Figure 1. Register map, names as in the netlist.
Drawn at 4 px/micron.
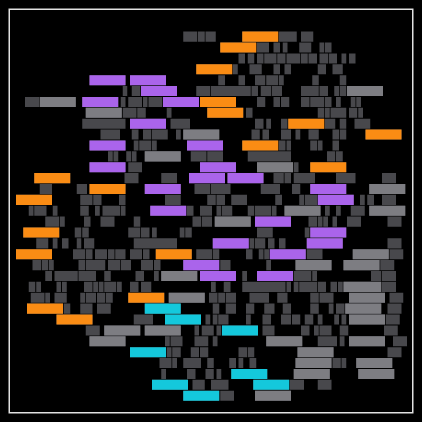
Figure 2. Congestion heat map.
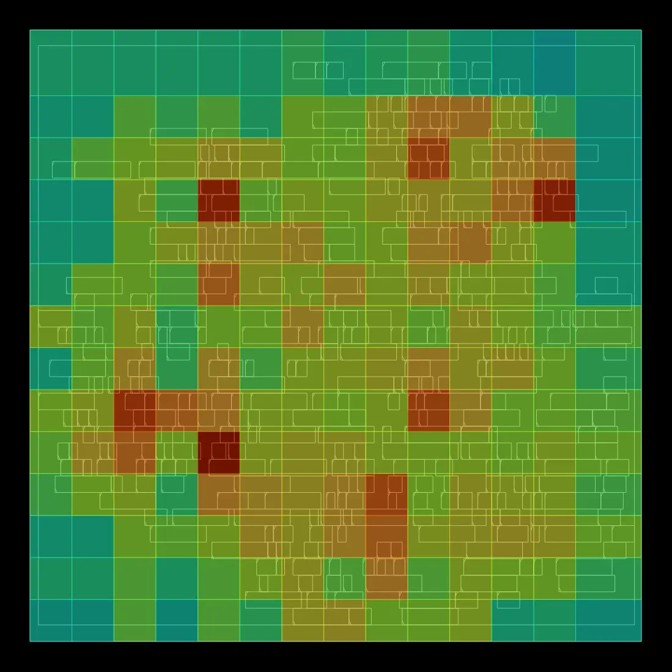
## src/rtl/rtc_set_ctrl.sv

```systemverilog
// Time-set controller for an HH:MM:SS clock chain: conditions the set buttons and
// manual switch, sequences the field being set and issues one-cycle adjust pulses.
module rtc_set_ctrl #(
    parameter int DEB_LEN    = 8,
    parameter int RPT_DLY    = 500,
    parameter int RPT_RATE   = 150,
    parameter int BLINK_HALF = 250
) (
    input  logic       clk,
    input  logic       rst,
    input  logic       tick_1khz,
    input  logic       man_sw,
    input  logic [2:0] push_but,
    output logic       run_en,
    output logic [1:0] mode,
    output logic       inc_hr,
    output logic       dec_hr,
    output logic       inc_min,
    output logic       dec_min,
    output logic       clr_sec,
    output logic [5:0] blank_mask
);

    localparam int RPT_MAX = (RPT_DLY > RPT_RATE) ? RPT_DLY : RPT_RATE;
    localparam int HW      = $clog2(RPT_MAX + 1);
    localparam int BW      = (BLINK_HALF > 1) ? $clog2(BLINK_HALF) : 1;

    localparam logic [HW-1:0] DLY_C      = HW'(RPT_DLY);
    localparam logic [HW-1:0] RATE_C     = HW'(RPT_RATE);
    localparam logic [HW-1:0] HOLD_SAT   = {HW{1'b1}};
    localparam logic [HW-1:0] HOLD_ONE   = HW'(1);
    localparam logic [BW-1:0] BLINK_LAST = BW'(BLINK_HALF - 1);
    localparam logic [BW-1:0] BLINK_ONE  = BW'(1);

    typedef enum logic [1:0] {
        ST_RUN     = 2'd0,
        ST_SET_HR  = 2'd1,
        ST_SET_MIN = 2'd2,
        ST_SET_SEC = 2'd3
    } state_t;

    logic                    man_meta_q, man_sync_q;
    logic [2:0]              but_meta_q, but_sync_q;
    logic [2:0]              btn_s;
    logic [2:0][DEB_LEN-1:0] deb_sr_q, deb_sr_d;
    logic [2:0]              deb_lvl_q, deb_lvl_d;
    logic [2:0]              press_s;
    logic [1:0][HW-1:0]      hold_q, hold_d;
    logic [1:0]              rpt_on_q, rpt_on_d;
    logic [1:0]              arm_q, arm_d;
    logic [1:0]              rpt_s;
    logic [HW-1:0]           hold_inc_s;
    logic [2:0]              evt_q, evt_d;

    state_t                  state_q, state_d;
    logic                    run_en_q, run_en_d;
    logic                    inc_hr_q, inc_hr_d, dec_hr_q, dec_hr_d;
    logic                    inc_min_q, inc_min_d, dec_min_q, dec_min_d;
    logic                    clr_sec_q, clr_sec_d;
    logic                    up_s, dn_s, adj_s;
    logic [BW-1:0]           blink_cnt_q, blink_cnt_d;
    logic                    phase_q, phase_d;
    logic [5:0]              blank_mask_q, blank_mask_d;

    // Two-flop synchronisers for the switch and the active-low buttons.
    always_ff @(posedge clk or posedge rst) begin
        if (rst) begin
            man_meta_q <= 1'b0;
            man_sync_q <= 1'b0;
            but_meta_q <= 3'b000;
            but_sync_q <= 3'b000;
        end else begin
            man_meta_q <= man_sw;
            man_sync_q <= man_meta_q;
            but_meta_q <= push_but;
            but_sync_q <= but_meta_q;
        end
    end

    assign btn_s = ~but_sync_q;

    // Debounce shift registers with hysteresis on the all-ones / all-zeros pattern.
    always_comb begin
        deb_sr_d  = deb_sr_q;
        deb_lvl_d = deb_lvl_q;
        for (int b = 0; b < 3; b++) begin
            if (tick_1khz) begin
                deb_sr_d[b] = {deb_sr_q[b][DEB_LEN-2:0], btn_s[b]};
            end else begin
                deb_sr_d[b] = deb_sr_q[b];
            end
            if (&deb_sr_d[b]) begin
                deb_lvl_d[b] = 1'b1;
            end else if (~|deb_sr_d[b]) begin
                deb_lvl_d[b] = 1'b0;
            end else begin
                deb_lvl_d[b] = deb_lvl_q[b];
            end
        end
    end

    assign press_s = deb_lvl_d & ~deb_lvl_q;

    // Auto-repeat for up/down; only a press seen outside RUN arms it, so a button
    // still held across a mode change cannot start repeating.
    always_comb begin
        hold_d     = hold_q;
        rpt_on_d   = rpt_on_q;
        arm_d      = arm_q;
        rpt_s      = 2'b00;
        hold_inc_s = '0;
        for (int r = 0; r < 2; r++) begin
            hold_inc_s = (hold_q[r] == HOLD_SAT) ? hold_q[r] : hold_q[r] + HOLD_ONE;
            if (press_s[r+1] && (state_q != ST_RUN)) begin
                arm_d[r]    = 1'b1;
                hold_d[r]   = '0;
                rpt_on_d[r] = 1'b0;
            end else if (!deb_lvl_q[r+1] || (state_q == ST_RUN)) begin
                arm_d[r]    = 1'b0;
                hold_d[r]   = '0;
                rpt_on_d[r] = 1'b0;
            end else if (arm_q[r] && tick_1khz) begin
                if (!rpt_on_q[r] && (hold_inc_s == DLY_C)) begin
                    rpt_s[r]    = 1'b1;
                    rpt_on_d[r] = 1'b1;
                    hold_d[r]   = '0;
                end else if (rpt_on_q[r] && (hold_inc_s == RATE_C)) begin
                    rpt_s[r]    = 1'b1;
                    hold_d[r]   = '0;
                end else begin
                    hold_d[r]   = hold_inc_s;
                end
            end else begin
                hold_d[r] = hold_q[r];
            end
        end
        evt_d = press_s | {rpt_s, 1'b0};
    end

    // Button conditioning state.
    always_ff @(posedge clk or posedge rst) begin
        if (rst) begin
            deb_sr_q  <= '0;
            deb_lvl_q <= 3'b000;
            hold_q    <= '0;
            rpt_on_q  <= 2'b00;
            arm_q     <= 2'b00;
            evt_q     <= 3'b000;
        end else begin
            deb_sr_q  <= deb_sr_d;
            deb_lvl_q <= deb_lvl_d;
            hold_q    <= hold_d;
            rpt_on_q  <= rpt_on_d;
            arm_q     <= arm_d;
            evt_q     <= evt_d;
        end
    end

    assign up_s = evt_q[1] & ~evt_q[2];
    assign dn_s = evt_q[2] & ~evt_q[1];

    // Mode sequencing; leaving set mode beats everything, next beats up/down.
    always_comb begin
        state_d   = state_q;
        inc_hr_d  = 1'b0;
        dec_hr_d  = 1'b0;
        inc_min_d = 1'b0;
        dec_min_d = 1'b0;
        clr_sec_d = 1'b0;
        case (state_q)
            ST_RUN: begin
                if (man_sync_q) state_d = ST_SET_HR;
                else            state_d = ST_RUN;
            end
            ST_SET_HR: begin
                if (!man_sync_q) begin
                    state_d = ST_RUN;
                end else if (evt_q[0]) begin
                    state_d = ST_SET_MIN;
                end else begin
                    inc_hr_d = up_s;
                    dec_hr_d = dn_s;
                end
            end
            ST_SET_MIN: begin
                if (!man_sync_q) begin
                    state_d = ST_RUN;
                end else if (evt_q[0]) begin
                    state_d = ST_SET_SEC;
                end else begin
                    inc_min_d = up_s;
                    dec_min_d = dn_s;
                end
            end
            ST_SET_SEC: begin
                if (!man_sync_q) begin
                    state_d = ST_RUN;
                end else if (evt_q[0]) begin
                    state_d = ST_SET_HR;
                end else begin
                    clr_sec_d = up_s | dn_s;
                end
            end
            default: state_d = ST_RUN;
        endcase
        run_en_d = (state_d == ST_RUN);
    end

    assign adj_s = inc_hr_d | dec_hr_d | inc_min_d | dec_min_d | clr_sec_d;

    // Blink phase restarts (digits visible) on any state change or adjustment.
    always_comb begin
        if ((state_d != state_q) || adj_s || (state_d == ST_RUN)) begin
            blink_cnt_d = '0;
            phase_d     = 1'b0;
        end else if (tick_1khz) begin
            if (blink_cnt_q == BLINK_LAST) begin
                blink_cnt_d = '0;
                phase_d     = ~phase_q;
            end else begin
                blink_cnt_d = blink_cnt_q + BLINK_ONE;
                phase_d     = phase_q;
            end
        end else begin
            blink_cnt_d = blink_cnt_q;
            phase_d     = phase_q;
        end
        case (state_d)
            ST_SET_HR:  blank_mask_d = {phase_d, phase_d, 4'b0000};
            ST_SET_MIN: blank_mask_d = {2'b00, phase_d, phase_d, 2'b00};
            ST_SET_SEC: blank_mask_d = {4'b0000, phase_d, phase_d};
            default:    blank_mask_d = 6'b000000;
        endcase
    end

    // Mode FSM and registered outputs.
    always_ff @(posedge clk or posedge rst) begin
        if (rst) begin
            state_q      <= ST_RUN;
            run_en_q     <= 1'b1;
            inc_hr_q     <= 1'b0;
            dec_hr_q     <= 1'b0;
            inc_min_q    <= 1'b0;
            dec_min_q    <= 1'b0;
            clr_sec_q    <= 1'b0;
            blink_cnt_q  <= '0;
            phase_q      <= 1'b0;
            blank_mask_q <= 6'b000000;
        end else begin
            state_q      <= state_d;
            run_en_q     <= run_en_d;
            inc_hr_q     <= inc_hr_d;
            dec_hr_q     <= dec_hr_d;
            inc_min_q    <= inc_min_d;
            dec_min_q    <= dec_min_d;
            clr_sec_q    <= clr_sec_d;
            blink_cnt_q  <= blink_cnt_d;
            phase_q      <= phase_d;
            blank_mask_q <= blank_mask_d;
        end
    end

    assign run_en     = run_en_q;
    assign mode       = state_q;
    assign inc_hr     = inc_hr_q;
    assign dec_hr     = dec_hr_q;
    assign inc_min    = inc_min_q;
    assign dec_min    = dec_min_q;
    assign clr_sec    = clr_sec_q;
    assign blank_mask = blank_mask_q;

endmodule

```

## config.mk

```make
export PLATFORM = sky130hd
export DESIGN_NAME = rtc_set_ctrl
export DESIGN_NICKNAME = d
export VERILOG_FILES = /design/src/rtl/rtc_set_ctrl.sv
export SDC_FILE = /design/constraint.sdc
export NUM_CORES = 1
export LEC_CHECK = 0
export CAP_MARGIN = 20
export CORE_UTILIZATION = 40
export DETAILED_ROUTE_END_ITERATION = 12
export SYNTH_ARGS = -nofsm -noshare
export SYNTH_HDL_FRONTEND = slang
export SYNTH_SLANG_ARGS = --single-unit
```

## constraint.sdc

```tcl
create_clock -name clk -period 7.6 [get_ports clk]
set_clock_uncertainty 0.15 [all_clocks]
set_input_delay 1.52 -clock clk [delete_from_list [all_inputs] [get_ports clk]]
set_output_delay 1.52 -clock clk [all_outputs]
set_load 0.005 [all_outputs]
```

==> qor.txt <==
hold depth -> 0
RSZ-0062 raised after global routing -> no
Commonest flop -> dfrtp_1
H-tree depth -> 3
Final ANT Viol Nets -> 0
Clock transition at path regs -> 80 ps
Die Y -> 100.5 microns
status -> completed
Yosys Instances -> 381
metal3 WL -> 286 microns
met3 usage -> 0.05409
DRC errors left -> 0
worst reg-to-reg path cell count -> 7
largest family of logic cells by area -> simple AND/OR/NAND/NOR gates
xor/xnor share -> 0.02482
diode count -> 0
Gate power share -> 0.091
fillers -> 860
Crit Reg-Reg Startpoint -> hold_q[10]$_DFFE_PP0P_
Adders+Majority by Area -> 0.01934
routed wire length -> 7.767 mm
Total Power -> 987.6 uW
sequential share of power -> 0.499
largest net degree at the start of global routing -> 81
Pleak -> 0.001863 uW
Die X -> 100.5 microns
Cell Area, Synth -> 0.003881 sq mm
routed vias -> 2883
Multiplexer share -> 0.06028
top cells, area -> dfrtp_1 51%, nand2_1 3.7%, mux2_2 3.2%
Slew Limit Fails -> 0
Clock Power Share -> 0.410
CTS Buf Count -> 9
synth cell count leaders -> 79 x dfrtp_1, 38 x nand2_1, 29 x nor2_1
Synth top cell by count -> dfrtp_1
Sw Ratio -> 0.2348
final hold vios -> 0
dpl hpwl -> 5.199 mm
Sink Count -> 80
worst-path cell chain -> clkdlybuf4s50_1, buf_4, inv_1, nand2_1, nand2_1, or4_1, o41ai_1, nand2_1
initial detailed-routing violation count -> 130
Tcrit/Tclk final -> 0.4705
fin crit period -> 3576 ps
cell mode on critical path -> nand2_1
number of synthesized register bits -> 80
Nets -> 413
Worst Path Buf+Inv -> 3
Total GRT Usage -> 0.1713
Final Non-Filler Cells -> 534
tool warning count -> 28
launch point of the worst path -> tick_1khz
Synth area leader -> dfrtp_1
Crit Path Max Fanout -> 36
die area -> 0.01010 sq mm
Back to the opening pictures, Figure 1:
| netlist name | colour | placed flops |
|---|---|---|
| deb_sr_q | purple | 24 |
| hold_q | orange | 18 |
| blink_cnt_q | cyan | 8 |
not coloured: 30
sequential group power: 493 uW
fraction of area in registers: 0.4492
Layout Utilization: 0.4781
Register Area: 0.002003 sq mm

Back to the opening pictures, Figure 2:
Most Crowded Layer GR: met2
met2 usage: 0.2761
Routed WL per cell: 14.54 microns
GR Util met1: 0.2212

power groups by stage:
stage	Sequential (uW)	Combinational (uW)	Clock, uW
floorplan	492	69.2	0
global placement	500	87.2	0
detailed placement	501	88.9	0
CTS	493	89.2	420
global route	499	103	439
finish	493	89.5	405
cell type report:
type                            instances  area, sq um  area share
Clock inverter                          5        128.9     0.02890
Timing Repair Buffer                   24        250.2     0.05612
Tap cell                              129        161.4     0.03620
Clock buffer                           11        131.4     0.02946
Sequential cell                        80         2003      0.4492
Inverter                               17        65.06     0.01459
Multi-Input combinational cell        268         1719      0.3855
registers in the layout (all words and copies together) (netlist names), 2 cells and up:
signal,flops
deb_sr_q,24
hold_q,18
blink_cnt_q,8
blank_mask,3
but_meta_q,3
but_sync_q,3
deb_lvl_q,3
evt_q,3
arm_q,2
mode,2
rpt_on_q,2
Power is estimated from default activity; no workload was simulated.
